<file path="config.mk">
export PLATFORM = sky130hd
export DESIGN_NAME = sar_sample_seq
export DESIGN_NICKNAME = d
export VERILOG_FILES = /design/src/rtl/sar_sample_seq.sv
export SDC_FILE = /design/constraint.sdc
export NUM_CORES = 1
export LEC_CHECK = 0
export CORE_MARGIN = 8
export CORE_UTILIZATION = 45
export CTS_CLUSTER_DIAMETER = 200
export DETAILED_ROUTE_END_ITERATION = 6
export HOLD_SLACK_MARGIN = 0.06
export MAX_ROUTING_LAYER = met4
export PLACE_DENSITY_LB_ADDON = 0.08
export SYNTH_ARGS = -nofsm -noshare
export SYNTH_HDL_FRONTEND = slang
export SYNTH_SLANG_ARGS = --single-unit
</file>
<file path="constraint.sdc">
create_clock -name clk -period 2.6 [get_ports clk]
set_clock_uncertainty 0.2 [all_clocks]
set_input_delay 0.26 -clock clk [delete_from_list [all_inputs] [get_ports clk]]
set_output_delay 0.26 -clock clk [all_outputs]
set_load 0.05 [all_outputs]
</file>
<file path="src/rtl/sar_sample_seq.sv">
`default_nettype none
// ============================================================================
// Module   : sar_sample_seq
// Purpose  : Periodic SAR_ADC start sequencer with 2^AVG_LOG2 result averaging,
//            valid/ready output and sticky overrun / timeout flags.
// Revision : 1.0  initial release
// ============================================================================
module sar_sample_seq #(
    parameter int ADC_WIDTH = 8,
    parameter int AVG_LOG2  = 2,
    parameter int PERIOD    = 32
) (
    input  logic                 clk,
    input  logic                 rst_n,
    input  logic                 en,
    input  logic                 clr,
    output logic                 adc_start,
    input  logic                 adc_den,
    input  logic [ADC_WIDTH-1:0] adc_dout,
    output logic [ADC_WIDTH-1:0] avg_data,
    output logic                 avg_valid,
    input  logic                 avg_ready,
    output logic                 busy,
    output logic                 overrun,
    output logic                 timeout_err
);

    localparam int c_PER_W    = (PERIOD > 2) ? $clog2(PERIOD) : 1;
    localparam int c_TMO_LOAD = 2 * ADC_WIDTH + 4;
    localparam int c_TMO_W    = $clog2(c_TMO_LOAD + 1);
    localparam int c_ACC_W    = ADC_WIDTH + AVG_LOG2;
    localparam int c_CNT_W    = AVG_LOG2 + 1;

    localparam logic [c_PER_W-1:0] c_PER_MAX = c_PER_W'(PERIOD - 1);
    localparam logic [c_TMO_W-1:0] c_TMO_INIT = c_TMO_W'(c_TMO_LOAD);
    localparam logic [c_CNT_W-1:0] c_LAST_SAMPLE = c_CNT_W'((1 << AVG_LOG2) - 1);

    localparam logic [1:0] c_ST_IDLE = 2'd0;
    localparam logic [1:0] c_ST_WAIT = 2'd1;
    localparam logic [1:0] c_ST_HOLD = 2'd2;

    logic [1:0]           r_state;
    logic [c_PER_W-1:0]   r_per_cnt;
    logic [c_TMO_W-1:0]   r_tmo_cnt;
    logic [c_ACC_W-1:0]   r_acc;
    logic [c_CNT_W-1:0]   r_cnt;
    logic                 r_start;
    logic [ADC_WIDTH-1:0] r_avg_data;
    logic                 r_avg_valid;
    logic                 r_overrun;
    logic                 r_timeout_err;

    logic                 w_tick;
    logic                 w_drop;
    logic                 w_tmo_expire;
    logic [c_ACC_W-1:0]   w_sum;

    assign w_tick       = en && (r_per_cnt == '0);
    // Any tick not seen in IDLE is lost, including one coinciding with the return to IDLE.
    assign w_drop       = w_tick && (r_state != c_ST_IDLE);
    assign w_tmo_expire = (r_state == c_ST_WAIT) && !adc_den && (r_tmo_cnt == c_TMO_W'(1));
    assign w_sum        = r_acc + c_ACC_W'(adc_dout);

    always_ff @(posedge clk or negedge rst_n) begin
        if (!rst_n) begin
            r_per_cnt <= '0;
        end else if (!en || (r_per_cnt == '0)) begin
            r_per_cnt <= c_PER_MAX;
        end else begin
            r_per_cnt <= r_per_cnt - c_PER_W'(1);
        end
    end

    always_ff @(posedge clk or negedge rst_n) begin
        if (!rst_n) begin
            r_state     <= c_ST_IDLE;
            r_tmo_cnt   <= '0;
            r_acc       <= '0;
            r_cnt       <= '0;
            r_start     <= 1'b0;
            r_avg_data  <= '0;
            r_avg_valid <= 1'b0;
        end else begin
            r_start <= 1'b0;
            case (r_state)
                c_ST_IDLE: begin
                    if (w_tick) begin
                        r_state   <= c_ST_WAIT;
                        r_start   <= 1'b1;
                        r_tmo_cnt <= c_TMO_INIT;
                    end
                end
                c_ST_WAIT: begin
                    if (adc_den) begin
                        if (r_cnt == c_LAST_SAMPLE) begin
                            r_avg_data  <= w_sum[c_ACC_W-1:AVG_LOG2];
                            r_avg_valid <= 1'b1;
                            r_acc       <= '0;
                            r_cnt       <= '0;
                            r_state     <= c_ST_HOLD;
                        end else begin
                            r_acc   <= w_sum;
                            r_cnt   <= r_cnt + c_CNT_W'(1);
                            r_state <= c_ST_IDLE;
                        end
                    end else if (w_tmo_expire) begin
                        // Abandoned conversion: the slot is lost but the partial set is kept.
                        r_tmo_cnt <= '0;
                        r_state   <= c_ST_IDLE;
                    end else begin
                        r_tmo_cnt <= r_tmo_cnt - c_TMO_W'(1);
                    end
                end
                c_ST_HOLD: begin
                    if (avg_ready) begin
                        r_avg_valid <= 1'b0;
                        r_state     <= c_ST_IDLE;
                    end
                end
                default: begin
                    r_state <= c_ST_IDLE;
                end
            endcase
        end
    end

    // Sticky flags: a set event wins over a simultaneous clear.
    always_ff @(posedge clk or negedge rst_n) begin
        if (!rst_n) begin
            r_overrun     <= 1'b0;
            r_timeout_err <= 1'b0;
        end else begin
            r_overrun     <= (r_overrun & ~clr) | w_drop;
            r_timeout_err <= (r_timeout_err & ~clr) | w_tmo_expire;
        end
    end

    assign adc_start   = r_start;
    assign avg_data    = r_avg_data;
    assign avg_valid   = r_avg_valid;
    assign busy        = (r_state != c_ST_IDLE);
    assign overrun     = r_overrun;
    assign timeout_err = r_timeout_err;

endmodule
`default_nettype wire

</file>
==> run summary <==
fresh numbers from the pnr run: run status finished clean, final antenna-violating net count 0, clock buffers created by TritonCTS 5, Placed Area 2280 um^2, worst supply voltage drop on vdd 0.373 mV, stage delay of the slowest cell on the critical path 0.47 ns, post-route cell area 2370 um^2, ratio of routed vias to standard cells between 5 and 6, highest metal layer with signal wires met4, final HPWL from detailed placement 2990 um, area delta synth->final 22.2%, global-route wire length before repair between 6000 and 7000 um, buffers added on ports 26, leading area contributor after synthesis sky130_fd_sc_hd__dfrtp_1, Detailed Route Iter0 Violations around 70, Post-CTS Hold Fix Bufs 0, crit path max-delay cell type sky130_fd_sc_hd__clkdlybuf4s50_1, count of tool warnings 28, routed length on met2 1780 um, post-synthesis register bit count 37, Final Power 1060 uW, Data arrival, critical path 2.25 ns, Leakage 0.00111 uW, chip area 6670 um^2, antenna violations before repair 0, vias in the first global route 1529, final setup violation count 0, die extent in y ~82 um, Crit path required time ~2.6 ns, final weighted congestion in routability-driven placement between 0.8 and 0.9, root buf cell sky130_fd_sc_hd__clkbuf_8, endpoint type of the worst setup path flop, yosys synthesis chip area 1940 um^2, number of hold-slack violations in the final timing report 0, family of cells with the greatest summed delay on the critical path buffers and inverters, commonest cells in the synthesized netlist sky130_fd_sc_hd__dfrtp_1 (37), sky130_fd_sc_hd__nand2_1 (18), sky130_fd_sc_hd__o21ai_0 (16), dominant cells by area after synthesis sky130_fd_sc_hd__dfrtp_1 (48%), sky130_fd_sc_hd__ha_1 (8.4%), sky130_fd_sc_hd__o21ai_0 (4.1%), sky130_fd_sc_hd__xnor2_1 (4.1%), sky130_fd_sc_hd__nand2_1 (3.5%), critical path buffer and inverter count 3
-- layout by cell type (no fill, tap or decap), types with 4 or more instances in the layout --
master,instances
sky130_fd_sc_hd__xnor2_1,9
sky130_fd_sc_hd__a22o_1,7
sky130_fd_sc_hd__clkbuf_8,6
sky130_fd_sc_hd__nand2_1,18
sky130_fd_sc_hd__inv_1,14
sky130_fd_sc_hd__a21oi_1,11
sky130_fd_sc_hd__nor2_1,11
sky130_fd_sc_hd__clkdlybuf4s50_1,26
sky130_fd_sc_hd__o21ai_0,16
sky130_fd_sc_hd__ha_1,13
sky130_fd_sc_hd__dfrtp_1,37
sky130_fd_sc_hd__o22ai_1,4
sky130_fd_sc_hd__mux2_2,5
sky130_fd_sc_hd__nor2b_1,6
-- registers in the layout, indices dropped and copies added, names as in the netlist --
signal	cells
r_acc	10
avg_data	8
r_per_cnt	5
r_tmo_cnt	5
r_cnt	3
r_state	2
adc_start	1
avg_valid	1
overrun	1
timeout_err	1
-- cells by family (layout without fill, tap and decap cells) --
family	after synthesis	in the layout	synth area share, %
AOI/OAI and AO/OA	53	53	18.2
xor gates and xnor gates	10	10	4.51
adders and majority gates	14	14	9.41
and+or+nand+nor	53	53	13.9
muxes	5	5	2.90
DFF	37	37	47.7
buffers and inverters	17	51	3.41
-- final cells by class --
cell class                 instances  area (um^2)  share of cell area [%]
tap                               52         65.1                    2.74
timing repair buffer              29          283                    11.9
sequential                        37          926                    39.0
inverter                          14         52.6                    2.22
clock inverter                     2         13.8                   0.580
multi-input combinational        135          950                    40.0
clock buffer                       6         82.6                    3.48
-- metal layers --
layer | vias up | global-route usage, %
li1 | 729 | -
met1 | 696 | 16.5
met2 | 25 | 21.1
met3 | 4 | 3.72
met4 | 0 | 3.51
met5 | - | -
-- through the flow --
step | worst slack [ns] | hold slack, ns | util [%] | cells
floorplan | 0.485 | -0.236 | - | 189
global placement | 0.114 | 0.247 | 53.4 | 267
detailed placement | 0.0846 | 0.255 | 53.4 | 267
CTS | 0.346 | 0.223 | 55.6 | 275
global route | 0.263 | 0.243 | 55.6 | 275
finish | 0.346 | 0.203 | 55.6 | 275
-- power by group --
group          switching [uW]  internal [uW]
sequential               2.79            579
combinational            34.2           32.4
clock                     199            215
total                     236            826
-- path summary, 6_finish.rpt --
check	start	endpoint	slack [ns]	cells after the start
worst max-delay path	adc_dout[0]	r_acc[8]	0.35	10
worst min-delay path	rst_n	r_acc[1]	0.20	2
worst max register to register	r_acc[0]	r_acc[8]	0.44	9
worst min register to register	r_per_cnt[0]	r_per_cnt[0]	0.26	1
max in group asynchronous	rst_n	r_per_cnt[4]	1.67	2
min in group clk	r_per_cnt[0]	r_per_cnt[0]	0.26	1
met1.png
Supply wires on this layer in gray.
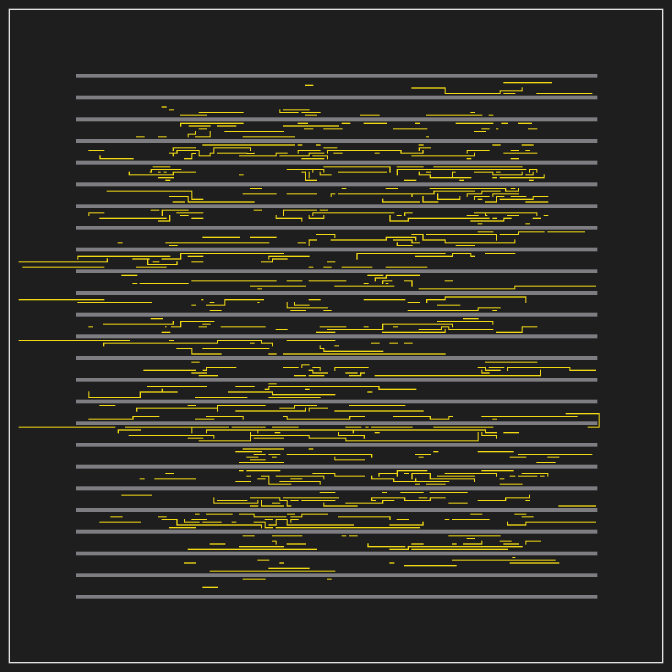
share of all routed wire: 49%
wire length on this layer: 1930 um
longest straight run: 35.0 um
nets with wire on the layer: 225
main direction: horizontal
vias after detailed routing: 1454
met1 track demand over resource: 16.5%
total wire length after detailed routing: 3930 um

density.png
The die is cut into 8 by 8 equal tiles; white is low, dark blue is high, 0 to 100% covered.
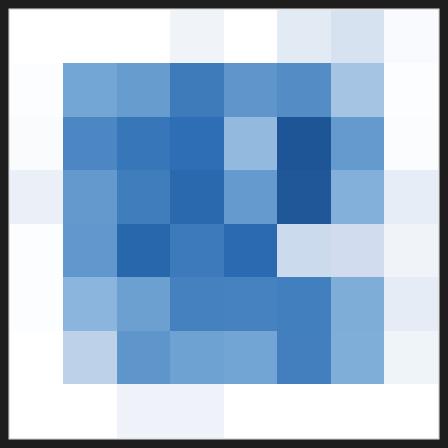
densest ninth of the die: center
emptiest ninth of the die: lower left
fullest tile: 85%
tiles over 75% full: 7.8%
nearly empty tiles: 25%
Floorplan Core Area: 4260 um^2
initial standard-cell utilization of the core: 45.5%
final standard cell utilization of the core: 55.6%

final_congestion.png
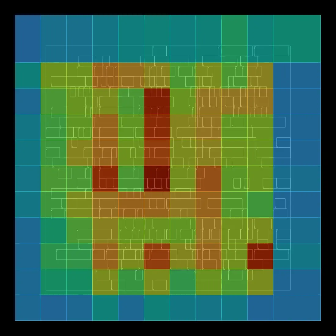
met2 Track Usage GR: 21.1%
met3 Resource Use GR: 3.72%
routing layer with the top usage in global route: met2
routed length per placed instance: 14.3 um
gr usage total: 13.4%

port_nets.png
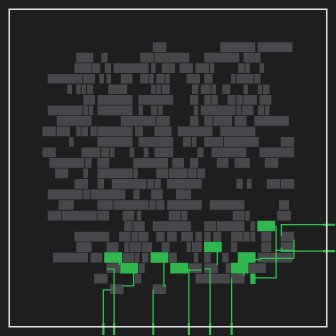
legend:
  green:
    port: adc_dout
    bits: 8
    direction: input
    edge: 6 bottom, 2 right
    end_cells: 9
    buffers: 8
    wire: 175 um

cell_classes.png
Scale bar: 20 um. Fill, decap, tap and diode cells in gray.
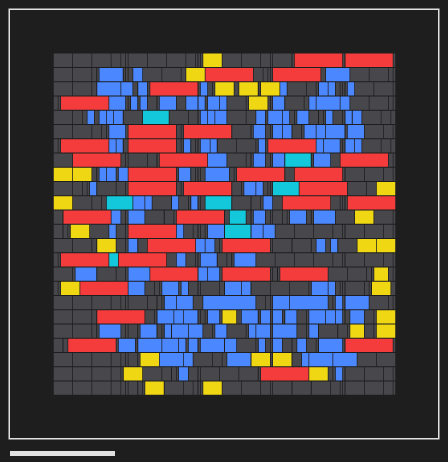
legend:
  blue:
    class: all other logic
    cells: 149
    share_of_their_area: 43%
  yellow:
    class: other buffers and delay cells
    cells: 29
    share_of_their_area: 12%
  red:
    class: flip-flops
    cells: 37
    share_of_their_area: 40%
  cyan:
    class: clock drivers and dummy loads
    cells: 8
    share_of_their_area: 4.2%

Power is estimated from default activity; no workload was simulated.
